[config.mk]
export PLATFORM = sky130hd
export DESIGN_NAME = instr_sequencer
export DESIGN_NICKNAME = d
export VERILOG_FILES = /design/src/rtl/instr_sequencer_pkg.sv /design/src/rtl/instr_sequencer_decode.sv /design/src/rtl/instr_sequencer.sv
export SDC_FILE = /design/constraint.sdc
export NUM_CORES = 1
export LEC_CHECK = 0
export ABC_AREA = 0
export CAP_MARGIN = 20
export CORE_ASPECT_RATIO = 0.6
export CORE_MARGIN = 1
export CORE_UTILIZATION = 42
export DETAILED_ROUTE_END_ITERATION = 12
export GPL_ROUTABILITY_DRIVEN = 0
export PLACE_DENSITY = 0.86
export SYNTH_ARGS = -nofsm -noshare
export SYNTH_HDL_FRONTEND = slang
export SYNTH_SLANG_ARGS = --single-unit
[constraint.sdc]
create_clock -name clk_pi -period 3.35 [get_ports clk_pi]
set_input_delay 1.005 -clock clk_pi [delete_from_list [all_inputs] [get_ports clk_pi]]
set_output_delay 1.005 -clock clk_pi [all_outputs]
set_load 0.02 [all_outputs]
[src/rtl/instr_sequencer_pkg.sv]
// Shared opcode constants, instruction field positions, FSM encoding and
// the decoded-control bundle used by the instruction sequencer.
package instr_sequencer_pkg;

  localparam logic [3:0] OP_NOP   = 4'h0;
  localparam logic [3:0] OP_ADD   = 4'h1;
  localparam logic [3:0] OP_ADDC  = 4'h2;
  localparam logic [3:0] OP_SUB   = 4'h3;
  localparam logic [3:0] OP_SUBB  = 4'h4;
  localparam logic [3:0] OP_AND   = 4'h5;
  localparam logic [3:0] OP_OR    = 4'h6;
  localparam logic [3:0] OP_XOR   = 4'h7;
  localparam logic [3:0] OP_NOT   = 4'h8;
  localparam logic [3:0] OP_MOVIL = 4'h9;
  localparam logic [3:0] OP_MOVIH = 4'hA;
  localparam logic [3:0] OP_LOAD  = 4'hB;
  localparam logic [3:0] OP_STORE = 4'hC;
  localparam logic [3:0] OP_RSV0  = 4'hD;
  localparam logic [3:0] OP_RSV1  = 4'hE;
  localparam logic [3:0] OP_HALT  = 4'hF;

  localparam int OP_MSB  = 15;
  localparam int OP_LSB  = 12;
  localparam int RD_MSB  = 11;
  localparam int RD_LSB  = 9;
  localparam int RS1_MSB = 8;
  localparam int RS1_LSB = 6;
  localparam int RS2_MSB = 5;
  localparam int RS2_LSB = 3;
  localparam int IMM_MSB = 7;
  localparam int IMM_LSB = 0;

  typedef enum logic [2:0] {
    ST_FETCH  = 3'd0,
    ST_DECODE = 3'd1,
    ST_EXEC   = 3'd2,
    ST_MEM    = 3'd3,
    ST_WB     = 3'd4,
    ST_HALT   = 3'd5
  } state_e;

  typedef struct packed {
    logic wr;
    logic movil;
    logic movih;
    logic flag_hold;
    logic is_mem;
    logic is_store;
    logic is_halt;
  } dec_t;

endpackage

[src/rtl/instr_sequencer_decode.sv]
// Combinational opcode -> control mapping used for sequencing and commit strobes.
module instr_decode
  import instr_sequencer_pkg::*;
(
  input  logic [3:0] op_i,
  output dec_t       dec_o
);

  always_comb begin
    dec_o = '0;
    // Every op from ADD through MOVIH writes rd; LOAD writes in WB instead.
    dec_o.wr        = (op_i >= OP_ADD) && (op_i <= OP_MOVIH);
    dec_o.movil     = (op_i == OP_MOVIL);
    dec_o.movih     = (op_i == OP_MOVIH);
    dec_o.flag_hold = (op_i == OP_NOP) || ((op_i >= OP_AND) && (op_i <= OP_MOVIH)) ||
                      (op_i == OP_RSV0) || (op_i == OP_RSV1);
    dec_o.is_mem    = (op_i == OP_LOAD) || (op_i == OP_STORE);
    dec_o.is_store  = (op_i == OP_STORE);
    dec_o.is_halt   = (op_i == OP_HALT);
  end

endmodule

[src/rtl/instr_sequencer.sv]
// Fetch/decode/commit controller feeding the 8x16 register file; sequences
// ALU ops in 3 cycles and LOAD/STORE through the data port in 4 (zero-wait acks).
module instr_sequencer
  import instr_sequencer_pkg::*;
#(
  parameter int              PC_W     = 8,
  parameter logic [PC_W-1:0] RESET_PC = '0
) (
  input  logic            clk_pi,
  input  logic            reset_pi,
  output logic            imem_req_po,
  output logic [PC_W-1:0] imem_addr_po,
  input  logic            imem_ack_pi,
  input  logic [15:0]     imem_data_pi,
  output logic [2:0]      source_reg1_po,
  output logic [2:0]      source_reg2_po,
  output logic [2:0]      destination_reg_po,
  output logic            wr_destination_reg_po,
  output logic            movi_lower_po,
  output logic            movi_higher_po,
  output logic [7:0]      immediate_po,
  output logic            clk_en_po,
  output logic [3:0]      alu_op_po,
  output logic            flag_hold_po,
  output logic            load_sel_po,
  output logic [15:0]     load_data_po,
  input  logic [15:0]     reg1_data_pi,
  input  logic [15:0]     regD_data_pi,
  output logic            dmem_req_po,
  output logic            dmem_we_po,
  output logic [15:0]     dmem_addr_po,
  output logic [15:0]     dmem_wdata_po,
  input  logic            dmem_ack_pi,
  input  logic [15:0]     dmem_rdata_pi,
  output logic            halted_po
);

  state_e          state_q, state_d;
  logic [PC_W-1:0] pc_q, pc_d;
  logic [15:0]     ir_q, ir_d;
  logic [2:0]      rs1_q, rs1_d, rs2_q, rs2_d, rd_q, rd_d;
  logic [7:0]      imm_q, imm_d;
  logic [3:0]      op_q, op_d;
  logic [15:0]     load_data_q, load_data_d;
  logic            fetch_req;
  dec_t            dec;

  // IR is only rewritten in FETCH, so decoding it directly stays valid through commit.
  instr_decode u_dec (
    .op_i  (ir_q[OP_MSB:OP_LSB]),
    .dec_o (dec)
  );

  always_ff @(posedge clk_pi or posedge reset_pi) begin
    if (reset_pi) begin
      state_q     <= ST_FETCH;
      pc_q        <= RESET_PC;
      ir_q        <= '0;
      rs1_q       <= '0;
      rs2_q       <= '0;
      rd_q        <= '0;
      imm_q       <= '0;
      op_q        <= '0;
      load_data_q <= '0;
    end else begin
      state_q     <= state_d;
      pc_q        <= pc_d;
      ir_q        <= ir_d;
      rs1_q       <= rs1_d;
      rs2_q       <= rs2_d;
      rd_q        <= rd_d;
      imm_q       <= imm_d;
      op_q        <= op_d;
      load_data_q <= load_data_d;
    end
  end

  always_comb begin
    state_d               = state_q;
    pc_d                  = pc_q;
    ir_d                  = ir_q;
    rs1_d                 = rs1_q;
    rs2_d                 = rs2_q;
    rd_d                  = rd_q;
    imm_d                 = imm_q;
    op_d                  = op_q;
    load_data_d           = load_data_q;
    fetch_req             = 1'b0;
    wr_destination_reg_po = 1'b0;
    movi_lower_po         = 1'b0;
    movi_higher_po        = 1'b0;
    clk_en_po             = 1'b0;
    flag_hold_po          = 1'b0;
    load_sel_po           = 1'b0;
    dmem_req_po           = 1'b0;
    dmem_we_po            = 1'b0;
    dmem_addr_po          = '0;
    dmem_wdata_po         = '0;
    halted_po             = 1'b0;
    case (state_q)
      ST_FETCH: begin
        fetch_req = 1'b1;
        if (imem_ack_pi) begin
          ir_d    = imem_data_pi;
          pc_d    = pc_q + {{(PC_W-1){1'b0}}, 1'b1};
          state_d = ST_DECODE;
        end
      end
      ST_DECODE: begin
        op_d  = ir_q[OP_MSB:OP_LSB];
        rd_d  = ir_q[RD_MSB:RD_LSB];
        rs1_d = ir_q[RS1_MSB:RS1_LSB];
        rs2_d = ir_q[RS2_MSB:RS2_LSB];
        imm_d = ir_q[IMM_MSB:IMM_LSB];
        if (dec.is_halt)     state_d = ST_HALT;
        else if (dec.is_mem) state_d = ST_MEM;
        else                 state_d = ST_EXEC;
      end
      ST_EXEC: begin
        clk_en_po             = 1'b1;
        wr_destination_reg_po = dec.wr;
        movi_lower_po         = dec.movil;
        movi_higher_po        = dec.movih;
        flag_hold_po          = dec.flag_hold;
        state_d               = ST_FETCH;
      end
      ST_MEM: begin
        dmem_req_po   = 1'b1;
        dmem_we_po    = dec.is_store;
        dmem_addr_po  = reg1_data_pi;
        dmem_wdata_po = regD_data_pi;
        if (dmem_ack_pi) begin
          if (!dec.is_store) load_data_d = dmem_rdata_pi;
          state_d = ST_WB;
        end
      end
      ST_WB: begin
        clk_en_po             = 1'b1;
        flag_hold_po          = 1'b1;
        wr_destination_reg_po = !dec.is_store;
        load_sel_po           = !dec.is_store;
        state_d               = ST_FETCH;
      end
      ST_HALT: halted_po = 1'b1;
      default: state_d = ST_FETCH;
    endcase
  end

  // Reset forces state to FETCH, so the request is masked to stay low while held.
  assign imem_req_po        = fetch_req & ~reset_pi;
  assign imem_addr_po       = pc_q;
  assign source_reg1_po     = rs1_q;
  assign source_reg2_po     = rs2_q;
  assign destination_reg_po = rd_q;
  assign immediate_po       = imm_q;
  assign alu_op_po          = op_q;
  assign load_data_po       = load_data_q;

endmodule

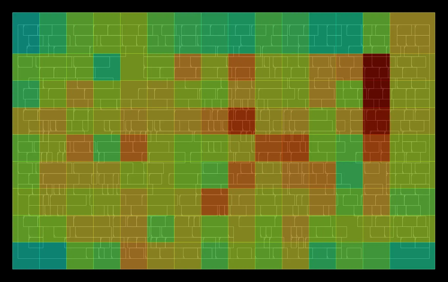
(congestion heat map)
Routed WL per cell: 15.2 um
global route hottest layer: met2
GR met3 Demand/Resource: 7.44%
grt met2 use: 36.5%

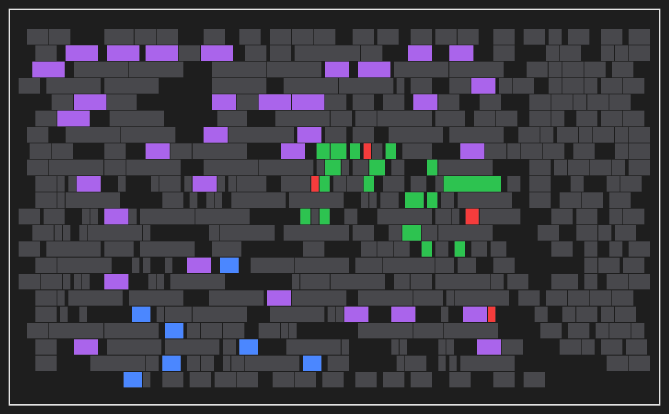
(logic cells by family)
Drawn at 6 px/um.
Key: XOR/XNOR gates = blue [cells 7, most used xnor2_1, where lower left]; inverting AOI/OAI gates = green [cells 17, most used o21ai_0, where center]; inverters = red [cells 4, most used inv_1]; multiplexers = purple [cells 32, most used mux2_2]

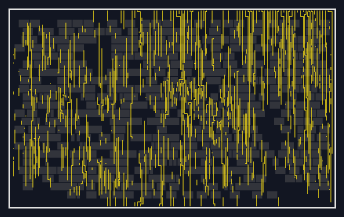
(M2 wires)
Drawn at 3 px/um.
The longest straight run is 47.3 um. The layer holds 47% of the routed length. 412 nets have wire on it. The layer carries 3,560 um of wire.
vias: 2,367
total wire length: 7530 um

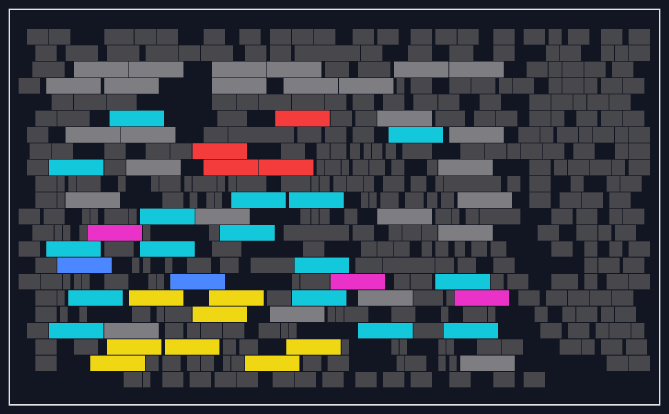
(sequential cells grouped by signal name)
Drawn at 6 px/um.
Key: imem_addr_po = yellow [placed flops 8]; destination_reg_po = magenta [placed flops 3]; ir_q = cyan [placed flops 16]; source_reg2_po = blue [placed flops 2]; alu_op_po = red [placed flops 4]

power by group through the flow:
stage	clock network [mW]	logic, mW	registers (mW)
2_1_floorplan	0	0.956	1.49
3_5_place_dp	0	1.97	1.32
4_1_cts	0.841	1.98	1.32
3_3_place_gp	0	1.93	1.30
6_report	0.825	1.96	1.32
5_1_grt	0.877	2.10	1.37
state kept, by name, indices dropped and copies added (netlist names):
register	flops
ir_q	16
load_data_po	16
immediate_po	4
source_reg2_po	2
destination_reg_po	3
imem_addr_po	8
alu_op_po	4
source_reg1_po	3
state_q	3
placed cells by master, fill, tap and decap left out, drive strengths merged, types with 2 or more instances in the layout:
cell type and instances:
clkbuf 12, nand3b 3, buf 6, nand2 54
a21oi 3, clkdlybuf4s50 153, nor3b 4, nor2 2
nand4 4, nor4 2, inv 4, o21ai 7
and3 2, mux2 32, xnor2 7, bufinv 3
and2 33, or3b 2, or2 2, dfrtp 59
stage by stage:
step / util (%) / setup WS [ps] / instances / hold WS, ps
2_1_floorplan: - / 713 / 255 / 439
3_3_place_gp: 70.0 / 40.2 / 478 / 452
3_5_place_dp: 70.0 / 20.8 / 478 / 457
4_1_cts: 74.2 / 12.2 / 494 / 474
5_1_grt: 74.3 / 43.7 / 494 / 491
6_report: 74.3 / 146 / 494 / 469
cell families (layout without fill, tap and decap cells):
group / after synthesis / in the layout
flops: 59 / 59
fa+ha+maj: 1 / 1
simple gates: 114 / 114
buf+inv: 25 / 180
mux: 32 / 32
compound gates: 17 / 17
xor+xnor: 7 / 7
timing repair:
action,4_1_cts,5_1_grt
setup endpoints to repair,0,36
endpoints found under the hold margin,0,0
hold buffers,0,0
resized,0,3
per-layer routing:
layer,vias to the layer above,wire [um]
li1,1136,-
met1,1118,3160
met2,97,3560
met3,16,589
met4,0,220
met5,-,0
==> out/results.ini <==
[outcome]
status = finished, final reports clean

[floorplan]
pin_count = 155

[yosys]
ff_type = dfrtp_1
ys_sh_aoi_pct = 4.32
top_area_cell = dfrtp_1
ys_cells = 255

[sta]
hold_viol = 0
rsz0062_at_grt = no

[final_layout]
seqCellArea_mm2 = 0.00148
num_antenna_cells = 0
logic_gates = 171
drive_above_1_share_pct = 15.9
sh_comb_area_pct = 26.1
n_fill_cell = 450

[clocking]
tritoncts = done
cts.sinks = 59
path_clk_slew_ps = 60

[power_and_ir_drop]
p_per_area_mw_per_mm2 = 875
p_sw_share_pct = 35.9

[critical_path]
max_stage_delay_ps = 600
crit_path_end_kind = primary output

[global_routing]
use_met1_pct = 26.6
overflow = 0
grt_pass1_wl_um = 11700

[placement]
port_buffers = 154

Power and IR drop assume default switching activity.
